## config.mk

```make
export PLATFORM = sky130hd
export DESIGN_NAME = nrs_slot_scheduler_rx_flat
export DESIGN_NICKNAME = d
export VERILOG_FILES = /design/src/rtl/nrs_slot_scheduler_rx_if.sv /design/src/rtl/nrs_slot_scheduler_rx.sv /design/src/flat_wrapper.sv
export SDC_FILE = /design/constraint.sdc
export NUM_CORES = 1
export LEC_CHECK = 0
export CORE_MARGIN = 1.5
export CORE_UTILIZATION = 45
export CTS_CLUSTER_DIAMETER = 40
export CTS_CLUSTER_SIZE = 10
export DETAILED_ROUTE_END_ITERATION = 8
export GPL_ROUTABILITY_DRIVEN = 0
export PLACE_DENSITY = 0.75
export SLEW_MARGIN = 20
export SYNTH_ARGS = -nofsm -noshare
export SYNTH_HDL_FRONTEND = slang
export SYNTH_SLANG_ARGS = --single-unit
```

## constraint.sdc

```tcl
create_clock -name clk -period 3.3 [get_ports clk]
set_input_delay 0.825 -clock clk [delete_from_list [all_inputs] [get_ports clk]]
set_output_delay 0.825 -clock clk [all_outputs]
set_load 0.05 [all_outputs]
```

## src/rtl/nrs_slot_scheduler_rx_if.sv

```systemverilog
// nrs_slot_scheduler_rx_if: strobe/resync inputs and position outputs of the NRS slot scheduler
interface nrs_slot_scheduler_rx_if #(
  parameter int RUNS_PER_SLOT = 2,
  parameter int SLOTS_PER_SF  = 2,
  parameter int NUM_SF        = 10,
  parameter int SFN_W         = 10
);
  localparam int RUN_W  = $clog2(RUNS_PER_SLOT * SLOTS_PER_SF);
  localparam int RIS_W  = $clog2(RUNS_PER_SLOT);
  localparam int SF_W   = $clog2(NUM_SF);
  localparam int SLOT_W = $clog2(NUM_SF * SLOTS_PER_SF);
  logic              cinit_run;
  logic              sync_load;
  logic [SF_W-1:0]   sync_sf;
  logic [SFN_W-1:0]  sync_sfn;
  logic              active;
  logic [RUN_W-1:0]  run_in_sf;
  logic [RIS_W-1:0]  run_in_slot;
  logic [SLOT_W-1:0] slot;
  logic [SF_W-1:0]   subframe;
  logic [SFN_W-1:0]  sfn;
  logic              first_run;
  logic              last_run;
  logic              frame_wrap;
  logic              sync_err;
  modport master (
    output cinit_run, sync_load, sync_sf, sync_sfn,
    input  active, run_in_sf, run_in_slot, slot, subframe, sfn, first_run, last_run, frame_wrap, sync_err
  );
  modport slave (
    input  cinit_run, sync_load, sync_sf, sync_sfn,
    output active, run_in_sf, run_in_slot, slot, subframe, sfn, first_run, last_run, frame_wrap, sync_err
  );
endinterface

```

## src/rtl/nrs_slot_scheduler_rx.sv

```systemverilog
// nrs_slot_scheduler_rx: run/slot/subframe/frame sequencer that skips subframes carrying no NRS
module nrs_slot_scheduler_rx #(
  parameter int                RUNS_PER_SLOT  = 2,
  parameter int                SLOTS_PER_SF   = 2,
  parameter int                NUM_SF         = 10,
  parameter logic [NUM_SF-1:0] SKIP_MASK      = 10'b0000100000,
  parameter logic [NUM_SF-1:0] SKIP_EVEN_MASK = 10'b1000000000,
  parameter int                SFN_W          = 10
) (
  input  logic                    clk,
  input  logic                    rst,
  nrs_slot_scheduler_rx_if.slave  bus
);
  localparam int RUNS_PER_SF = RUNS_PER_SLOT * SLOTS_PER_SF;
  localparam int RUN_W       = $clog2(RUNS_PER_SF);
  localparam int RIS_W       = $clog2(RUNS_PER_SLOT);
  localparam int SF_W        = $clog2(NUM_SF);
  localparam int SLOT_W      = $clog2(NUM_SF * SLOTS_PER_SF);
  logic             active;
  logic [RUN_W-1:0] r;
  logic [SF_W-1:0]  sf;
  logic [SFN_W-1:0] sfn;
  logic             frame_wrap;
  logic             sync_err;
  logic             last;
  logic             sync_ok;
  logic [SF_W:0]    nv_adv;
  logic [SF_W:0]    nv_sync;
  // MSB set means no valid subframe remains in this frame; subframe 0 of the next frame is always valid
  function automatic logic [SF_W:0] next_valid(input logic [SF_W:0] s, input logic odd);
    logic [SF_W-1:0] k;
    next_valid = {1'b1, {SF_W{1'b0}}};
    for (int i = 0; i < NUM_SF; i++) begin
      k = SF_W'(NUM_SF - 1 - i);
      if ({1'b0, k} >= s && !SKIP_MASK[k] && !(SKIP_EVEN_MASK[k] && !odd)) next_valid = {1'b0, k};
    end
  endfunction
  always_comb begin
    last    = r == RUN_W'(RUNS_PER_SF - 1);
    sync_ok = {1'b0, bus.sync_sf} < (SF_W+1)'(NUM_SF);
    nv_adv  = next_valid((SF_W+1)'(sf) + (SF_W+1)'(1), sfn[0]);
    nv_sync = next_valid({1'b0, bus.sync_sf}, bus.sync_sfn[0]);
  end
  always_ff @(posedge clk or negedge rst)
    if (!rst) begin
      active     <= 1'b0;
      r          <= '0;
      sf         <= '0;
      sfn        <= '0;
      frame_wrap <= 1'b0;
      sync_err   <= 1'b0;
    end else begin
      frame_wrap <= 1'b0;
      sync_err   <= bus.sync_load && !sync_ok;
      if (bus.sync_load) begin
        if (sync_ok) begin
          active <= 1'b1;
          r      <= '0;
          sf     <= nv_sync[SF_W-1:0];
          sfn    <= bus.sync_sfn + SFN_W'(nv_sync[SF_W]);
        end
      end else if (bus.cinit_run) begin
        if (!active) begin
          active <= 1'b1;
          r      <= '0;
          sf     <= '0;
          sfn    <= '0;
        end else if (!last) begin
          r <= r + RUN_W'(1);
        end else begin
          r          <= '0;
          sf         <= nv_adv[SF_W-1:0];
          sfn        <= sfn + SFN_W'(nv_adv[SF_W]);
          frame_wrap <= nv_adv[SF_W];
        end
      end
    end
  assign bus.active      = active;
  assign bus.run_in_sf   = r;
  assign bus.run_in_slot = RIS_W'(int'(r) % RUNS_PER_SLOT);
  assign bus.slot        = SLOT_W'(int'(sf) * SLOTS_PER_SF + int'(r) / RUNS_PER_SLOT);
  assign bus.subframe    = sf;
  assign bus.sfn         = sfn;
  assign bus.first_run   = active && r == '0 && sf == '0;
  assign bus.last_run    = active && last;
  assign bus.frame_wrap  = frame_wrap;
  assign bus.sync_err    = sync_err;
endmodule
```

## src/flat_wrapper.sv

```systemverilog
// flat-port wrapper written by rule: the top's interface ports become plain ports
module nrs_slot_scheduler_rx_flat 
#(
  parameter int                RUNS_PER_SLOT  = 2,
  parameter int                SLOTS_PER_SF   = 2,
  parameter int                NUM_SF         = 10,
  parameter logic [NUM_SF-1:0] SKIP_MASK      = 10'b0000100000,
  parameter logic [NUM_SF-1:0] SKIP_EVEN_MASK = 10'b1000000000,
  parameter int                SFN_W          = 10
)
  (clk, rst, bus_cinit_run, bus_sync_load, bus_sync_sf, bus_sync_sfn, bus_active, bus_run_in_sf, bus_run_in_slot, bus_slot, bus_subframe, bus_sfn, bus_first_run, bus_last_run, bus_frame_wrap, bus_sync_err);
  nrs_slot_scheduler_rx_if #(.RUNS_PER_SLOT(RUNS_PER_SLOT), .SLOTS_PER_SF(SLOTS_PER_SF), .NUM_SF(NUM_SF), .SFN_W(SFN_W)) bus_i ();
  input  logic clk;
  input  logic rst;
  input wire logic [$bits(bus_i.cinit_run)-1:0] bus_cinit_run;
  input wire logic [$bits(bus_i.sync_load)-1:0] bus_sync_load;
  input wire logic [$bits(bus_i.sync_sf)-1:0] bus_sync_sf;
  input wire logic [$bits(bus_i.sync_sfn)-1:0] bus_sync_sfn;
  output wire logic [$bits(bus_i.active)-1:0] bus_active;
  output wire logic [$bits(bus_i.run_in_sf)-1:0] bus_run_in_sf;
  output wire logic [$bits(bus_i.run_in_slot)-1:0] bus_run_in_slot;
  output wire logic [$bits(bus_i.slot)-1:0] bus_slot;
  output wire logic [$bits(bus_i.subframe)-1:0] bus_subframe;
  output wire logic [$bits(bus_i.sfn)-1:0] bus_sfn;
  output wire logic [$bits(bus_i.first_run)-1:0] bus_first_run;
  output wire logic [$bits(bus_i.last_run)-1:0] bus_last_run;
  output wire logic [$bits(bus_i.frame_wrap)-1:0] bus_frame_wrap;
  output wire logic [$bits(bus_i.sync_err)-1:0] bus_sync_err;
  assign bus_i.cinit_run = bus_cinit_run;
  assign bus_i.sync_load = bus_sync_load;
  assign bus_i.sync_sf = bus_sync_sf;
  assign bus_i.sync_sfn = bus_sync_sfn;
  assign bus_active = bus_i.active;
  assign bus_run_in_sf = bus_i.run_in_sf;
  assign bus_run_in_slot = bus_i.run_in_slot;
  assign bus_slot = bus_i.slot;
  assign bus_subframe = bus_i.subframe;
  assign bus_sfn = bus_i.sfn;
  assign bus_first_run = bus_i.first_run;
  assign bus_last_run = bus_i.last_run;
  assign bus_frame_wrap = bus_i.frame_wrap;
  assign bus_sync_err = bus_i.sync_err;
  nrs_slot_scheduler_rx #(.RUNS_PER_SLOT(RUNS_PER_SLOT), .SLOTS_PER_SF(SLOTS_PER_SF), .NUM_SF(NUM_SF), .SKIP_MASK(SKIP_MASK), .SKIP_EVEN_MASK(SKIP_EVEN_MASK), .SFN_W(SFN_W)) u_core (.clk(clk), .rst(rst), .bus(bus_i));
endmodule
```

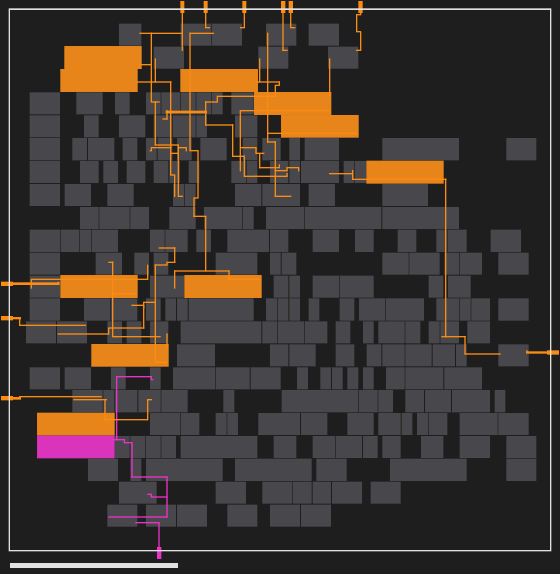
Figure 1: run 1, nets reached from selected ports.
Scale bar: 20 µm.
| color | port | bits | direction | end cells | buffers | wire |
|---|---|---|---|---|---|---|
| magenta | bus_run_in_slot | 1 | output | 1 | 1 | 42.9 µm |
| orange | bus_sfn | 10 | output | 10 | 10 | 389 µm |

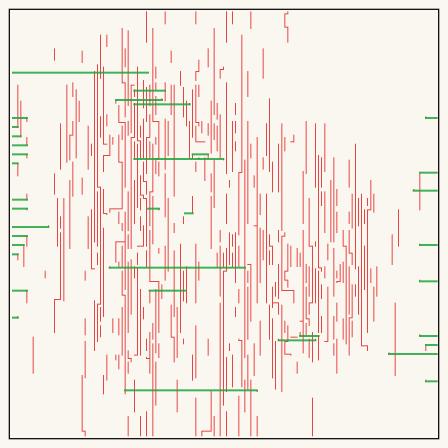
Figure 2: run 1, routed metal, one color a layer.
Only two layers are drawn.
| color | layer | wire length |
|---|---|---|
| green | metal 3 | 163 µm |
| red | metal 2 | 1,920 µm |
final wirelength: 4000 µm
gr usage total: 20.6%

==> flow_metrics.env, run 1 <==
# flow metrics
export IMPL_period_needed_ns=2.91
export IMPL_top_cells_by_count="20 x nor2_1, 19 x dfrtp_1, 15 x o21ai_0"
export IMPL_cts_resized=0
export IMPL_clock_buffers=4
export IMPL_portBuffers=44
export IMPL_n_all_buffers=49
export IMPL_ctsHoldBuffers=0
export IMPL_top_area_cell="dfrtp_1"
export IMPL_comb_power_share_pct=60.9
export IMPL_crit_start="u_core.bus.subframe[0]"
export IMPL_numCtsBuffers=3
export IMPL_clk_share_pct=2.09
export IMPL_n_sequential_cell=19
export IMPL_ff_type="dfrtp_1"
export IMPL_syn_num_nets=224
export IMPL_nWellTaps=48
export IMPL_dp_hpwl_um=2990
export IMPL_status="finished clean"
export IMPL_grt_util_met1_pct=29.7
export IMPL_die_height_um=64.1
export IMPL_vias_per_cell=5.70
export IMPL_pg_seq_uw=384
export IMPL_mux_share_pct=0
export IMPL_htree_num_levels=1
export IMPL_p_per_area_nw_per_um2=647
export IMPL_critPathMaxStageDelay_ns=0.47
export IMPL_start_kind="flop"
export IMPL_setup_slack_ns=0.387
export IMPL_drt_first_pass_iters=4
export IMPL_dr_max_layer_used="met4"
export IMPL_wl_met2_um=1920
export IMPL_dp_cells=278
export IMPL_async_reset_ff_share_pct=100
export IMPL_seq_power_share_pct=27.5
export IMPL_crit_type="flop to flop"
export IMPL_seq_share_pct=22.1
export IMPL_synth_cell_types=56
export IMPL_fin_area_um2=2150
export IMPL_drc=0
export IMPL_grt_pass1_wl_um=6770
export IMPL_ys_area_um2=1680
export IMPL_use_met2_pct=32.6
export IMPL_critPathArrivalTime_ns=3.06
export IMPL_fmax_mhz=343
export IMPL_tightest_slew_ns=0.906
export IMPL_pwr_share_clk_pct=11.6
export IMPL_dr_total_vias=1607
export IMPL_ios=45
export IMPL_row_count=22
export IMPL_adder_share_pct=7.44
export IMPL_grt_util_met3_pct=2.64
export IMPL_finalClockPeriodUsage_pct=88.3
export IMPL_post_cts_setup_buffers=0
export IMPL_timing_slew_headroom_pct=39.4
export IMPL_end_kind="flop"
export IMPL_cp_common_cell="ha_1"
export IMPL_rsz0062_at_grt="no"
export IMPL_wl_met3_um=162
export IMPL_cts_sinks=19
export IMPL_die_area_um2=4110
export IMPL_register_area_um2=475
export IMPL_timing_rr_end="u_core.bus.sfn[6]"
export IMPL_edf_count=0
export IMPL_setup_viol=0
export IMPL_finalPower_mw=1.39
export IMPL_layout_top_cells="44 x clkdlybuf4s50_1, 20 x nor2_1, 19 x dfrtp_1, 15 x o21ai_0"
export IMPL_maxSlewViolCount=0
export IMPL_synthCells=196
export IMPL_syn_to_final_growth_pct=28.1
export IMPL_crit_required_ns=3.45
export IMPL_rr_startpoint="u_core.bus.subframe[0]"
export IMPL_min_to="u_core.bus.sfn[5]"
export IMPL_ys_ff=19
export IMPL_switching_share_pct=50.5
export IMPL_ys_seq_share_pct=28.3
export IMPL_worstPathMaxFanout=9
export IMPL_grt_most_used_layer="met2"
export IMPL_crit_path_end="u_core.bus.sfn[6]"
export IMPL_regMostFlops="u_core.bus.sfn"
export IMPL_path_buffers=0
export IMPL_first_global_vias=1441
export IMPL_comb_share_pct=49.1
export IMPL_final_hold_viol_count=0
export IMPL_drt_iter0_drc=156
export IMPL_crit_cells=12
export IMPL_fin_util_pct=59.3
export IMPL_n_fill_cell=344
export IMPL_largest_register_ffs=10
export IMPL_wl_met1_um=1890
export IMPL_n_antenna_cell=0
export IMPL_die_w_um=64.1
export IMPL_largest_cell_class="multi-input combinational cells"
export IMPL_dp_slack_ns=0.314
export IMPL_worstPathCellList="ha_1 > and2_4 > nor3b_2 > o21ai_1 > and3b_1 > ha_1 > ha_1 > nand3_1 > nor2_1 > a21oi_1 > a21o_1 > o221a_2"
export IMPL_ff2ff_path_depth=12
export IMPL_nets=263
export IMPL_clk_path_buf_depth=2
export IMPL_hold_ws_ns=0.541
export IMPL_hold_depth=1
export IMPL_vdd_drop_max_mv=0.316
export IMPL_tritoncts="yes"
export IMPL_synth_area_um2=1680
export IMPL_ys_cells=196
export IMPL_cp_top_family="simple AND/OR/NAND/NOR gates"
export IMPL_yosysMostFrequentCell="nor2_1"
export IMPL_clk_pin_slew_ns=0.07
export IMPL_logic_area_um2=1060
export IMPL_worstHoldStart="u_core.bus.sfn[5]"
export IMPL_comb_power_uw=848
export IMPL_xor_area_share_pct=4.69
export IMPL_yosysTopAreaCellShare_pct=28.3
export IMPL_logic_family="simple AND/OR/NAND/NOR gates"
export IMPL_drive_gt1_share_pct=8.55
export IMPL_slowest_stage="dfrtp_1"
export IMPL_fp_util_pct=46.3
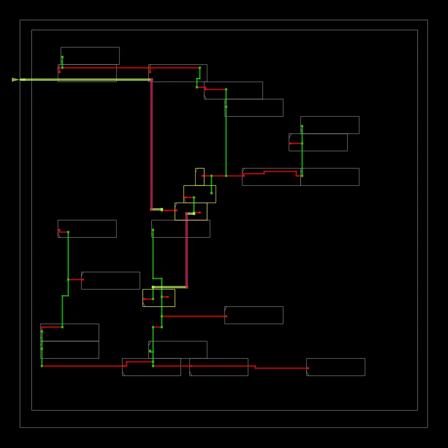
Figure 3: run 1, clock routing.
clk pwr: 162 µW
clk_lat worst skew: 0.25 ns

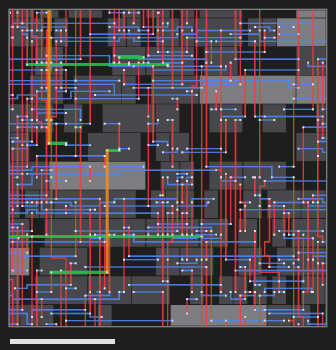
Figure 4: run 1, layout detail.
Scale bar: 10 µm. Region (17, 17) to (47, 47) µm. Cells in gray, sequential cells in the stronger gray; small squares are vias.
| color | layer |
|---|---|
| red | metal 2 |
| orange | metal 4 |
| green | metal 3 |
| blue | metal 1 |
sequential cells in the window: 4
most frequent: nor2_1 (12), nand2_1 (8), o21ai_0 (6)
netlist names of flops here include: u_core.bus.sfn (2), u_core.bus.subframe (2)
cells with their middle in the window: 80

Figure 5. Met1 routing (run 1).
Supply wires on this layer in gray.
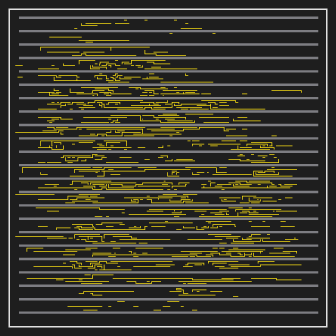

## Run 2: what changed since run 1
Settings changed: PLACE_DENSITY 0.75 to unset, PLACE_DENSITY_LB_ADDON set to 0.25.
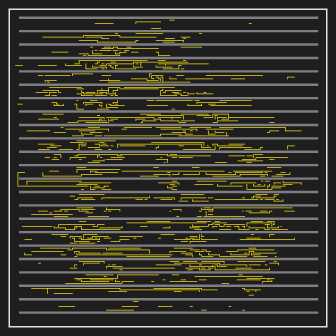
Figure 6: run 2, met1 routing.
Supply wires on this layer in gray.
nets with wire on the layer: 218
longest straight run: 20.7 µm
DR vias: 1,580
final wirelength: 4040 µm

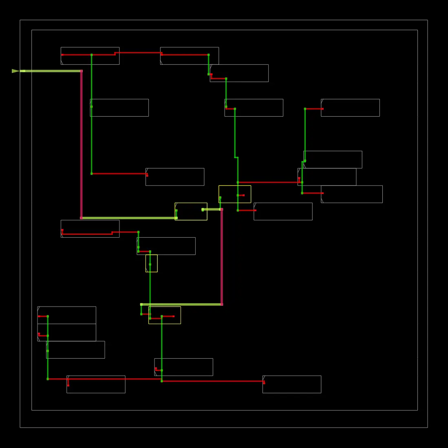
Figure 7: run 2, clock routing.
Clock buffer cells: 3
cts bufs inserted: 3
# clock sinks: 19
Worst Skew: 0.00369 ns

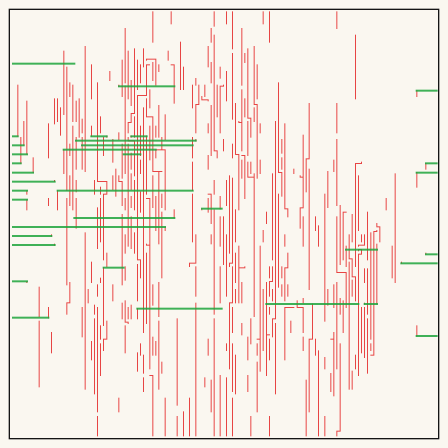
Figure 8: run 2, routed metal, one color a layer.
Only two layers are drawn.
| color | layer | wire length |
|---|---|---|
| red | metal 2 | 1,950 µm |
| green | metal 3 | 225 µm |

==> flow_metrics.env, run 2 <==
# flow metrics
export IMPL_status="finished clean"
export IMPL_portBuffers=44
export IMPL_worstPathCellList="ha_1 > and2_4 > nor3b_2 > o21ai_1 > and3b_1 > ha_1 > ha_1 > nand3_1 > nor2_1 > a21oi_1 > a21o_1 > o221a_2"
export IMPL_die_area_um2=4110
export IMPL_hold_ws_ns=0.541
export IMPL_post_cts_setup_buffers=0
export IMPL_mostFrequentLayoutCell="clkdlybuf4s50_1"
export IMPL_period_needed_ns=2.95
export IMPL_hold_depth=1
export IMPL_crit_path_end="u_core.bus.sfn[6]"
export IMPL_maxSlewViolCount=0
export IMPL_top_cells_by_count="20 x nor2_1, 19 x dfrtp_1, 15 x o21ai_0"
export IMPL_ys_ff=19
export IMPL_setup_slack_ns=0.347
export IMPL_drt_first_pass_iters=4
export IMPL_ff2ff_path_depth=12
export IMPL_critPathMaxStageDelay_ns=0.48
export IMPL_rsz0062_at_grt="no"
export IMPL_logic_family="simple AND/OR/NAND/NOR gates"
export IMPL_drive_gt1_share_pct=8.62
export IMPL_rr_startpoint="u_core.bus.subframe[0]"
export IMPL_n_fill_cell=344
export IMPL_ios=45
export IMPL_clk_pin_slew_ns=0.08
export IMPL_comb_share_pct=49.4
export IMPL_die_w_um=64.1
export IMPL_synth_cell_types=56
export IMPL_finalPower_mw=1.40
export IMPL_wl_met1_um=1810
export IMPL_drc=0
export IMPL_power_top_group="combinational cells"
export IMPL_clk_path_buf_depth=2
export IMPL_fp_util_pct=46.3
export IMPL_p_leak_nw=0.841
export IMPL_nWellTaps=48
export IMPL_min_to="u_core.bus.sfn[5]"
export IMPL_dr_max_layer_used="met4"
export IMPL_nets=261
export IMPL_grt_pass1_wl_um=6970
export IMPL_seq_power_share_pct=27.4
export IMPL_regMostFlops="u_core.bus.sfn"
export IMPL_first_global_vias=1500
export IMPL_setup_viol=0
export IMPL_finalClockPeriodUsage_pct=89.5
export IMPL_timing_slew_headroom_pct=38.1
export IMPL_vdd_drop_max_mv=0.350
export IMPL_wl_met2_um=1950
export IMPL_ctsHoldBuffers=0
export IMPL_hold_path_class="flop to flop"
export IMPL_yosysMostFrequentCell="nor2_1"
export IMPL_row_count=22
export IMPL_wl_met3_um=225
export IMPL_mux_share_pct=0
export IMPL_crit_cells=12
export IMPL_dp_hpwl_um=3020
export IMPL_fmax_mhz=339
export IMPL_htree_num_levels=1
export IMPL_n_all_buffers=47
export IMPL_grt_util_met1_pct=28.9
export IMPL_critPathArrivalTime_ns=3.11
export IMPL_end_kind="flop"
export IMPL_largest_cell_class="multi-input combinational cells"
export IMPL_cp_top_family="simple AND/OR/NAND/NOR gates"
export IMPL_r2r_slack_ns=0.35
export IMPL_grt_most_used_layer="met2"
export IMPL_synthCells=196
export IMPL_adder_share_pct=7.44
export IMPL_cts_resized=0
export IMPL_pwr_share_clk_pct=12.2
export IMPL_largest_register_ffs=10
export IMPL_logic_area_um2=1060
export IMPL_worstPathMaxFanout=10
export IMPL_edf_count=0
export IMPL_async_reset_ff_share_pct=100
export IMPL_path_buffers=0
export IMPL_ys_seq_share_pct=28.3
export IMPL_seq_share_pct=22.3
export IMPL_use_met2_pct=34.9
export IMPL_vias_per_cell=5.64
export IMPL_ff_type="dfrtp_1"
export IMPL_pg_seq_uw=384
export IMPL_clk_latency_ns=0.26
export IMPL_dp_cells=276
export IMPL_yosysTopAreaCellShare_pct=28.3
export IMPL_final_hold_viol_count=0
export IMPL_crit_required_ns=3.46
export IMPL_syn_num_nets=224
export IMPL_syn_to_final_growth_pct=27.4
export IMPL_xor_area_share_pct=4.69
export IMPL_grt_util_met3_pct=3.17
export IMPL_comb_power_uw=846
export IMPL_start_kind="flop"
export IMPL_switching_share_pct=51.0
export IMPL_grt_usage_pct=21.6
export IMPL_clk_share_pct=2.16
export IMPL_ys_area_um2=1680
export IMPL_die_height_um=64.1
export IMPL_n_sequential_cell=19
export IMPL_cp_common_cell="ha_1"
export IMPL_layout_top_cells="44 x clkdlybuf4s50_1, 20 x nor2_1, 18 x dfrtp_1, 15 x o21ai_0"
export IMPL_tightest_slew_ns=0.926
export IMPL_drt_iter0_drc=102
export IMPL_timing_rr_end="u_core.bus.sfn[6]"
export IMPL_powerClk_uw=170
export IMPL_register_area_um2=477
export IMPL_p_per_area_nw_per_um2=654
export IMPL_fin_util_pct=59.0
export IMPL_dp_slack_ns=0.289
export IMPL_comb_power_share_pct=60.4
export IMPL_n_antenna_cell=0
export IMPL_antenna_found_initial=0
export IMPL_slowest_stage="dfrtp_1"
export IMPL_ys_cells=196
export IMPL_worstHoldStart="u_core.bus.sfn[5]"
export IMPL_crit_type="flop to flop"
export IMPL_tritoncts="yes"
export IMPL_fin_area_um2=2140
export IMPL_crit_start="u_core.bus.subframe[0]"
export IMPL_top_area_cell="dfrtp_1"
export IMPL_syn_area_per_cell_um2=8.58
export IMPL_synth_area_um2=1680
Power is estimated from default activity; no workload was simulated.
